Sequential cells grouped by signal name:
The bar under the picture is 20 um long. Other sequential cells in the stronger gray, the rest of the logic in the fainter gray.
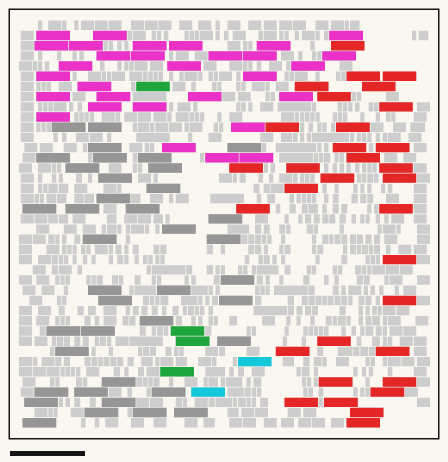
Floorplan with the power grid:
The bar under the picture is 20 um long. Pins as bars on the die edge. Tap cells in gray.
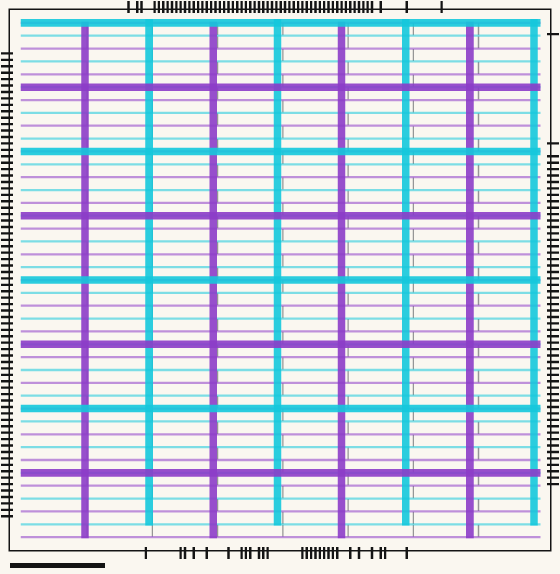
File: src/rtl/lsu_hs.sv
// Purpose: handshaked load/store unit; checks alignment, issues one backend access, returns an extended load result or a store completion.
// Latency: 3 cycles minimum from request acceptance to resp_valid (backend ready at once, response one cycle after its handshake); 1 cycle for alignment/size errors.
// Backpressure: one access in flight; req_ready only in IDLE, mem_* held until mem_req_ready, resp_* held until resp_ready.
module lsu_hs #(
  parameter int ADDR_W  = 32,
  parameter int DATA_W  = 32,
  parameter int TIMEOUT = 0
) (
  input  logic                sys_clk,
  input  logic                sys_rst,
  // core request channel
  input  logic                req_valid,
  output logic                req_ready,
  input  logic                req_wen,
  input  logic [ADDR_W-1:0]   req_addr,
  input  logic [DATA_W-1:0]   req_wdata,
  input  logic [1:0]          req_size,
  input  logic                req_unsigned,
  // core response channel
  output logic                resp_valid,
  input  logic                resp_ready,
  output logic [DATA_W-1:0]   resp_rdata,
  output logic                resp_err,
  // memory backend
  output logic                mem_req_valid,
  input  logic                mem_req_ready,
  output logic                mem_wen,
  output logic [ADDR_W-1:0]   mem_addr,
  output logic [DATA_W-1:0]   mem_wdata,
  output logic [DATA_W/8-1:0] mem_wmask,
  input  logic                mem_resp_valid,
  input  logic [DATA_W-1:0]   mem_rdata
);

  localparam int NB    = DATA_W / 8;
  localparam int OFF_W = $clog2(NB);
  // A zero-width counter is not legal, so the disabled-timeout build keeps one dummy bit.
  localparam int CNT_W = (TIMEOUT > 0) ? $clog2(TIMEOUT + 1) : 1;

  typedef enum logic [1:0] {IDLE, REQ, WAIT, RESP} state_t;

  state_t             state;
  state_t             state_nx;

  // Latched request attributes needed to post-process the load data.
  logic [1:0]         size_q;
  logic               uns_q;
  logic [OFF_W-1:0]   off_q;
  logic [CNT_W-1:0]   cnt;

  // Request-side decode (valid only while accepting in IDLE).
  logic               accept;
  logic               acc_bad;
  logic [3:0]         nbytes_in;
  logic [NB-1:0]      wmask_base;
  logic [NB-1:0]      wmask_in;
  logic [DATA_W-1:0]  wdata_in;

  // Response-side decode.
  logic [CNT_W-1:0]   cnt_inc;
  logic               tmo_hit;
  logic [7:0]         nbits;
  logic [DATA_W-1:0]  lane;
  logic [DATA_W-1:0]  keep;
  logic [DATA_W-1:0]  msb;
  logic               sign;
  logic [DATA_W-1:0]  ld_data;

  // Handshake outputs come straight from the state register.
  assign req_ready     = (state == IDLE);
  assign mem_req_valid = (state == REQ);
  assign resp_valid    = (state == RESP);

  assign accept  = (state == IDLE) && req_valid;
  assign cnt_inc = cnt + 1'b1;
  assign tmo_hit = (TIMEOUT != 0) && (cnt_inc == CNT_W'(TIMEOUT));

  // Alignment/size check, byte-lane shift of store data and byte-enable generation.
  always_comb begin
    nbytes_in  = 4'd1 << req_size;
    wmask_base = '0;
    for (int i = 0; i < NB; i++) begin
      wmask_base[i] = (i < int'(nbytes_in));
    end
    wmask_in = wmask_base << req_addr[OFF_W-1:0];
    wdata_in = req_wdata << {req_addr[OFF_W-1:0], 3'b000};
    acc_bad  = ((DATA_W == 32) && (req_size == 2'd3)) ||
               (({{(4-OFF_W){1'b0}}, req_addr[OFF_W-1:0]} & (nbytes_in - 4'd1)) != 4'd0);
  end

  // Load lane extraction and sign/zero extension; keep masks the access bytes, msb isolates its top bit.
  always_comb begin
    nbits   = 8'd8 << size_q;
    lane    = mem_rdata >> {off_q, 3'b000};
    keep    = ~({DATA_W{1'b1}} << nbits);
    msb     = keep ^ (keep >> 1);
    sign    = (|(lane & msb)) && !uns_q;
    ld_data = (lane & keep) | (sign ? ~keep : '0);
  end

  // State register.
  always_ff @(posedge sys_clk or negedge sys_rst) begin
    if (!sys_rst) begin
      state <= IDLE;
    end else begin
      state <= state_nx;
    end
  end

  // Next-state logic; a response in the same cycle as the timeout takes priority.
  always_comb begin
    state_nx = state;
    case (state)
      IDLE: if (req_valid)     state_nx = acc_bad ? RESP : REQ;
      REQ:  if (mem_req_ready) state_nx = WAIT;
      WAIT: if (mem_resp_valid || tmo_hit) state_nx = RESP;
      RESP: if (resp_ready)    state_nx = IDLE;
      default:                 state_nx = IDLE;
    endcase
  end

  // Request latch and backend request fields; held untouched outside IDLE acceptance.
  always_ff @(posedge sys_clk or negedge sys_rst) begin
    if (!sys_rst) begin
      size_q    <= 2'd0;
      uns_q     <= 1'b0;
      off_q     <= '0;
      mem_wen   <= 1'b0;
      mem_addr  <= '0;
      mem_wdata <= '0;
      mem_wmask <= '0;
    end else if (accept) begin
      size_q    <= req_size;
      uns_q     <= req_unsigned;
      off_q     <= req_addr[OFF_W-1:0];
      mem_wen   <= req_wen;
      mem_addr  <= {req_addr[ADDR_W-1:OFF_W], {OFF_W{1'b0}}};
      mem_wdata <= req_wen ? wdata_in : '0;
      mem_wmask <= req_wen ? wmask_in : '0;
    end
  end

  // Response payload: error on bad request or timeout, load data on backend response.
  always_ff @(posedge sys_clk or negedge sys_rst) begin
    if (!sys_rst) begin
      resp_rdata <= '0;
      resp_err   <= 1'b0;
    end else if (accept) begin
      resp_rdata <= '0;
      resp_err   <= acc_bad;
    end else if (state == WAIT) begin
      if (mem_resp_valid) begin
        resp_rdata <= mem_wen ? '0 : ld_data;
        resp_err   <= 1'b0;
      end else if (tmo_hit) begin
        resp_rdata <= '0;
        resp_err   <= 1'b1;
      end
    end
  end

  // WAIT cycle counter: cleared on the backend handshake, counts every WAIT cycle.
  always_ff @(posedge sys_clk or negedge sys_rst) begin
    if (!sys_rst) begin
      cnt <= '0;
    end else if (state == REQ && mem_req_ready) begin
      cnt <= '0;
    end else if (state == WAIT) begin
      cnt <= cnt_inc;
    end
  end

endmodule

File: config.mk
export PLATFORM = sky130hd
export DESIGN_NAME = lsu_hs
export DESIGN_NICKNAME = d
export VERILOG_FILES = /design/src/rtl/lsu_hs.sv
export SDC_FILE = /design/constraint.sdc
export NUM_CORES = 1
export LEC_CHECK = 0
export ABC_AREA = 1
export CAP_MARGIN = 40
export CORE_MARGIN = 2
export CORE_UTILIZATION = 44
export CTS_CLUSTER_DIAMETER = 60
export DETAILED_ROUTE_END_ITERATION = 10
export GPL_TIMING_DRIVEN = 0
export PLACE_DENSITY = 0.81
export SLEW_MARGIN = 30
export SYNTH_ARGS = -nofsm -noshare
export SYNTH_HDL_FRONTEND = slang
export SYNTH_SLANG_ARGS = --single-unit
File: constraint.sdc
create_clock -name sys_clk -period 2.1 [get_ports sys_clk]
set_input_delay 0.42 -clock sys_clk [delete_from_list [all_inputs] [get_ports sys_clk]]
set_output_delay 0.42 -clock sys_clk [all_outputs]
set_load 0.03 [all_outputs]
==> ci_impl_report.md <==
## PnR job results

| Metric | Value |
|---|---|
| Cell taking the most area after synthesis | `sky130_fd_sc_hd__dfrtp_1` |
| Clock net power | `1790 uW` |
| Post-layout instance area | `0.00797 mm^2` |
| Portion of the clock cycle consumed by the worst path in the final layout | `0.954` |
| Synth cell count leaders | `sky130_fd_sc_hd__nand2_1 (336), sky130_fd_sc_hd__dfrtp_1 (107), sky130_fd_sc_hd__o21ai_0 (75)` |
| Master of the slowest instance on the critical path | `sky130_fd_sc_hd__clkdlybuf4s50_1` |
| Unrepaired setup endpoints after global routing | `no` |
| Number of cells produced by synthesis | `716` |
| Endpoints failing setup | `0` |
| Overall power of the completed layout | `10800 uW` |
| First drt pass iteration count | `5` |
| Routed via count | `5640` |
| Combinational cell power | `5780 uW` |
| XOR/XNOR Fraction of Synth Area | `0` |
| Total tool warning count | `30` |
| Total Neg Setup Slack | `0 ns` |
| Residual DRC | `0` |
| Number of enable flip-flop cells | `0` |
| Cell with the most instances after synthesis | `sky130_fd_sc_hd__nand2_1` |
| Final Routed Wirelength | `17300 um` |
| Number of H-tree levels | `3` |
| Per-cell via count in the routed design | `5.18` |
| Post-route antenna net violation count | `0` |
| Worst skew pair latency | `0.35 ns` |
| Setup crit end kind | `output port` |
| Async set or reset register ratio after synthesis | `1.00` |
| Buffers inserted during post-CTS setup optimization | `0` |
| Register share after synthesis | `0.501` |
| Main kind of combinational logic by area | `simple AND/OR/NAND/NOR gates` |
| Quantity of I/O buffers inserted on ports | `207` |
| Critical path capture point | `resp_valid` |
| Result of the run | `finished, final reports clean` |
| Post-route insts no fill | `1089` |
| Post_cts resized | `5` |
| Register share of total power | `0.299` |
| R2R setup slack | `0.18 ns` |
| Leakage power figure | `0.00394 uW` |
-- 'sequential cells grouped by signal name' (at the start) --
| color | signal | placed flops |
|---|---|---|
| magenta | mem_addr | 30 |
| red | resp_rdata | 32 |
| cyan | state | 2 |
| green | mem_wmask | 4 |
FF/Latch Area: 0.00268 mm^2
fraction of standard cell area that is sequential: 0.336
sequential power: 3230 uW
final core area utilization: 0.667

-- 'floorplan with the power grid' (at the start) --
| color | net |
|---|---|
| cyan | VDD |
| purple | VSS |
met5 straps: 8
met1 rails: 41
rows: 40

[routing by layer]
metal  vias up  wire length [um]  global-route usage
met5         -                 0                   0
met4         0               445              0.0984
met3        32              1500              0.0598
met2       259              8320               0.447
met1      2631              7050               0.343
li1       2718                 -                   -
[layout make-up]
class	instances	area, um^2	share of cell area
plain buffers	44	200	0.0251
clock buffers	9	225	0.0282
clock inverters	7	97.6	0.0122
inverters	46	175	0.0220
multi-input cells	520	2310	0.290
flip-flops and latches	107	2680	0.336
well taps	147	184	0.0231
repair buffers	209	2110	0.264
[state kept, by name, indices dropped and copies added (netlist names)]
| signal | flops |
|---|---|
| mem_wdata | 32 |
| state | 2 |
| resp_err | 1 |
| size_q | 2 |
| resp_rdata | 32 |
| mem_addr | 30 |
| mem_wen | 1 |
| off_q | 2 |
| mem_wmask | 4 |
| uns_q | 1 |
Power figures rest on the tool's default switching activity, not on a simulated workload.
